`src/rtl/imem_fill_pkg.sv`:
```
// Shared hart constants for the instruction line-fill path: line/beat geometry
// and the fill engine state encoding.
package imem_fill_pkg;

  localparam int ADDR_W      = 64;
  localparam int LINE_W      = 1024;
  localparam int BEAT_W      = 64;
  localparam int NBEAT       = LINE_W / BEAT_W;
  localparam int OFFS_W      = 7;
  localparam int BEAT_IDX_W  = $clog2(NBEAT);
  localparam int BYTE_OFFS_W = $clog2(BEAT_W / 8);
  localparam int TAG_W       = ADDR_W - OFFS_W;

  typedef enum logic [1:0] {
    IDLE = 2'd0,
    FILL = 2'd1,
    DONE = 2'd2
  } fill_state_e;

endpackage

```
`src/rtl/imem_fill.sv`:
```
// Instruction cache line-fill engine: fetches a 1024-bit line as 16 sequential
// 64-bit beats and hands it to the cache with a single-cycle b_dv pulse.
module imem_fill
  import imem_fill_pkg::*;
(
  input  logic              clk,
  input  logic              clr_n,
  input  logic [ADDR_W-1:0] pc,
  input  logic              b_rd,
  output logic [LINE_W-1:0] b_data,
  output logic              b_dv,
  output logic [ADDR_W-1:0] m_addr,
  output logic              m_rd,
  input  logic [BEAT_W-1:0] m_data,
  input  logic              m_ack
);

  fill_state_e             state_q, state_d;
  logic [TAG_W-1:0]        line_q;
  logic [BEAT_IDX_W-1:0]   beat_q;
  logic [LINE_W-1:0]       buf_q;
  logic                    beat_done;
  logic                    last_beat;
  logic [TAG_W-1:0]        pc_line;
  logic                    unused_pc_offs;

  assign pc_line        = pc[ADDR_W-1:OFFS_W];
  assign unused_pc_offs = ^pc[OFFS_W-1:0];
  assign beat_done      = (state_q == FILL) && m_ack;
  assign last_beat      = (beat_q == BEAT_IDX_W'(NBEAT - 1));

  // NOTE: sequential state uses non-blocking assignments so every register
  // samples pre-edge values, independent of block ordering.
  always_ff @(posedge clk or negedge clr_n) begin
    if (!clr_n) state_q <= IDLE;
    else        state_q <= state_d;
  end

  // NOTE: every output of this block gets a default before the case, so no
  // path through it can leave a signal unassigned and infer a latch.
  always_comb begin
    state_d = state_q;
    m_rd    = 1'b0;
    b_dv    = 1'b0;
    unique case (state_q)
      IDLE: if (b_rd) state_d = FILL;
      FILL: begin
        m_rd = 1'b1;
        if (m_ack && last_beat) state_d = DONE;
      end
      // Deliver only if the cache still wants this very line; otherwise drop it
      // so stale data is never written under a different tag.
      DONE: begin
        b_dv    = b_rd && (pc_line == line_q);
        state_d = IDLE;
      end
      default: state_d = IDLE;
    endcase
  end

  always_ff @(posedge clk or negedge clr_n) begin
    if (!clr_n) begin
      line_q <= '0;
      beat_q <= '0;
    end else if (state_q == IDLE && b_rd) begin
      line_q <= pc_line;
      beat_q <= '0;
    end else if (beat_done) begin
      beat_q <= beat_q + BEAT_IDX_W'(1);
    end
  end

  // NOTE: the line buffer is reset on purpose: b_data must read zero after
  // reset, including a reset that aborts a partially filled line.
  always_ff @(posedge clk or negedge clr_n) begin
    if (!clr_n) begin
      buf_q <= '0;
    end else begin
      for (int k = 0; k < NBEAT; k++) begin
        if (beat_done && beat_q == BEAT_IDX_W'(k))
          buf_q[k*BEAT_W +: BEAT_W] <= m_data;
      end
    end
  end

  assign m_addr = {line_q, beat_q, {BYTE_OFFS_W{1'b0}}};
  assign b_data = buf_q;

endmodule

```
`config.mk`:
```
export PLATFORM = sky130hd
export DESIGN_NAME = imem_fill
export DESIGN_NICKNAME = d
export VERILOG_FILES = /design/src/rtl/imem_fill_pkg.sv /design/src/rtl/imem_fill.sv
export SDC_FILE = /design/constraint.sdc
export NUM_CORES = 1
export LEC_CHECK = 0
export CAP_MARGIN = 40
export CORE_AREA = 2 2 475 477
export DETAILED_ROUTE_END_ITERATION = 8
export DIE_AREA = 0 0 477 479
export GPL_TIMING_DRIVEN = 1
export SETUP_SLACK_MARGIN = 0.02
export SLEW_MARGIN = 10
export SYNTH_ARGS = -nofsm -noshare
export SYNTH_HDL_FRONTEND = slang
export SYNTH_SLANG_ARGS = --single-unit
```
`constraint.sdc`:
```
create_clock -name clk -period 3.25 [get_ports clk]
set_input_delay 0.975 -clock clk [delete_from_list [all_inputs] [get_ports clk]]
set_output_delay 0.975 -clock clk [all_outputs]
set_load 0.02 [all_outputs]
```
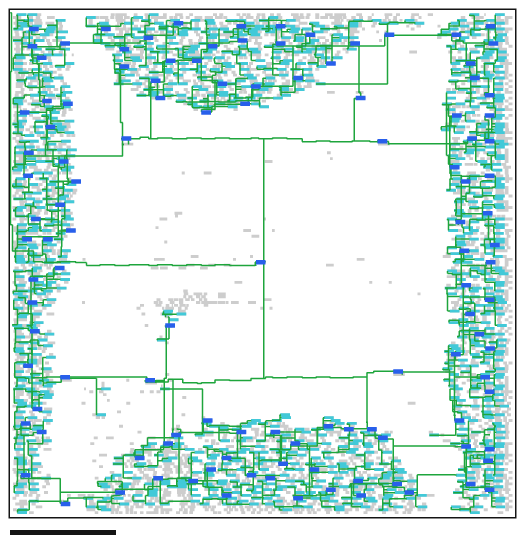
(clock wires, drivers and flops)
Scale bar: 100 um.
[green] clock wires | length: 15300 um
[blue] clock-net drivers | count: 117
[cyan] flip-flops | count: 1087
routed clock nets: 118
Worst Skew: 73.1 ps
Clock power frac: 19.8%
Worst-Skew Late Latency: 770 ps
clk pwr: 13.7 mW

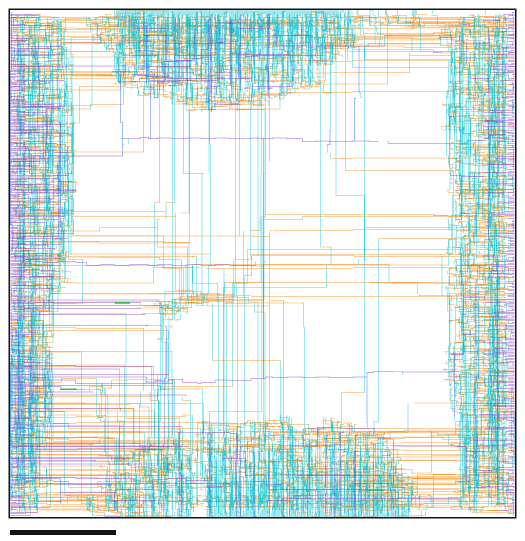
(signal wires by layer)
Scale bar: 100 um.
[cyan] M2 | wire length: 79.5 mm
[orange] M1 | wire length: 70.6 mm
[purple] M3 | wire length: 16600 um
[blue] M4 | wire length: 5040 um
[green] M5 | wire length: 40.5 um

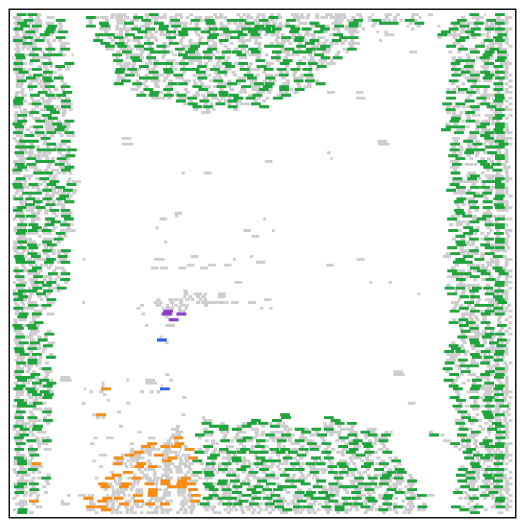
(sequential cells colored by netlist name)
Other cells in gray.
[orange] line_q | sequential cells: 57 | where: south-west
[purple] beat_q | sequential cells: 4
[blue] state_q | sequential cells: 2
[green] b_data | sequential cells: 1024 | where: all over the die
Sequential Power: 23.3 mW
Finished Core Util: 27.9%
fraction of area in registers: 43.6%
area occupied by registers: 27200 um^2

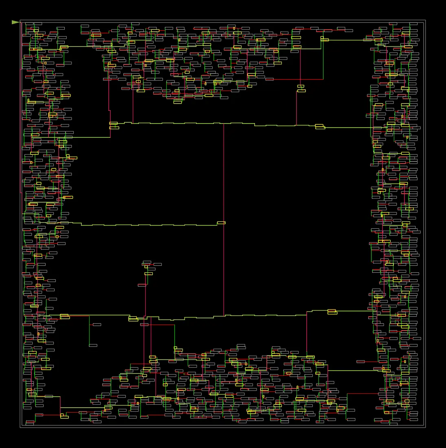
(clock wiring as the flow saved it)
Seq cells: 1087
Sink Count: 1087
number of CTS-inserted buffers: 117

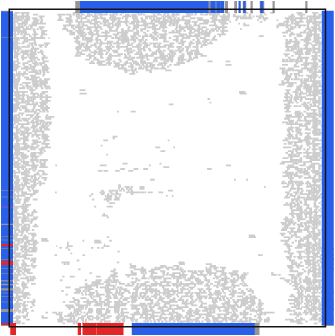
(pin map)
Pins as bars across the die edge, other pins in gray.
[blue] b_data | pins: 1024 | direction: output | edge: 336 east, 266 west, 222 north, 200 south
[red] pc | pins: 64 | direction: input | edge: 60 south, 4 west
[magenta] m_rd | pins: 1 | direction: output | edge: west
all pins by edge: 350 east, 350 west, 268 south, 254 north

==> flow_metrics.env <==
# yosys + openroad results
export IMPL_clkSlewWorstSetupHoldPaths_ps=60
export IMPL_postCtsSetupBuffers=8
export IMPL_post_cts_resized=33
export IMPL_layout_min_cycle_time_ps=3640
export IMPL_logic_family="multiplexers"
export IMPL_cap_violations=0
export IMPL_yosys_warnings=0
export IMPL_nNonClkInverters=9
export IMPL_critical_path_endpoint_type="primary output"
export IMPL_finalWorstSetupSlack_ps=-389
export IMPL_dp_cells=6677
export IMPL_grt_setup_unrepaired="true"
export IMPL_crit_path_max_fanout=2
export IMPL_r2r_end="b_data[168]"
export IMPL_grt_max_degree=56
export IMPL_max_slew_margin_pct=39.9
export IMPL_drt_iter0_markers=1293
export IMPL_antenna_found_initial=28
export IMPL_sh_comb_area_pct=21.2
export IMPL_std_cell_rows=174
export IMPL_ys_sh_aoi_pct=0.157
export IMPL_required_ps=2270
export IMPL_worstReg2RegStart="state_q[1]"
export IMPL_ctsLongestPathBuffers=3
export IMPL_cp_cell_sequence="clkdlybuf4s50_1, nor4b_2, nand3_1, nor4_2, buf_4, buf_6"
export IMPL_r2r_slack_ps=780
export IMPL_setup_viol=1
export IMPL_hpwl_um=125000
export IMPL_cp_arrival_ps=2660
export IMPL_critical_path_top_delay_family="buffers and inverters"
export IMPL_die_width_um=477
export IMPL_netlist_instances=2476
export IMPL_yosys_stat_seqShare_pct=65.6
export IMPL_portBuffers=1211
export IMPL_powerDensity_nw_per_um2=1110
export IMPL_status="finished with violations"
export IMPL_flop_cell="dfrtp_1"
export IMPL_fmax_mhz=275
export IMPL_grt_pass1_vias=28600
export IMPL_routedWlPerCell_um=24.8
export IMPL_yosysUniqueCellTypes=30
export IMPL_violations="negative setup slack"
export IMPL_fin_area_um2=62400
export IMPL_ctsHoldBuffers=0
export IMPL_diodes=15
export IMPL_htree_levels=3
export IMPL_async_flop_share_pct=100
export IMPL_drt_pass1_iter_count=5
## worst max-delay path by stage
stage                     from    to  slack [ps]
floorplan                pc[8]  b_dv          80
global placement        pc[11]  b_dv        -650
detailed placement      pc[11]  b_dv        -630
CTS                 line_q[52]  b_dv        -440
global route         line_q[4]  b_dv        -500
finish                    b_rd  b_dv        -390
## power breakdown
part           total (mW)  internal, mW  switching (mW)
Clock                13.7          7.88            5.82
Combinational        32.3          16.1            16.2
Sequential           23.3          19.7            3.60
## registers in the layout (all words and copies together), names as in the netlist
signal   count
beat_q       4
line_q      57
state_q      2
b_data    1024
## metal layers
metal / vias up / wire [um] / GRT usage (%)
met3: 240 / 16600 / 5.71
met1: 14400 / 70600 / 17.9
li1: 11400 / - / -
met5: - / 40 / 0
met4: 6 / 5040 / 4.70
met2: 1124 / 79500 / 23.3
Power figures rest on the tool's default switching activity, not on a simulated workload.
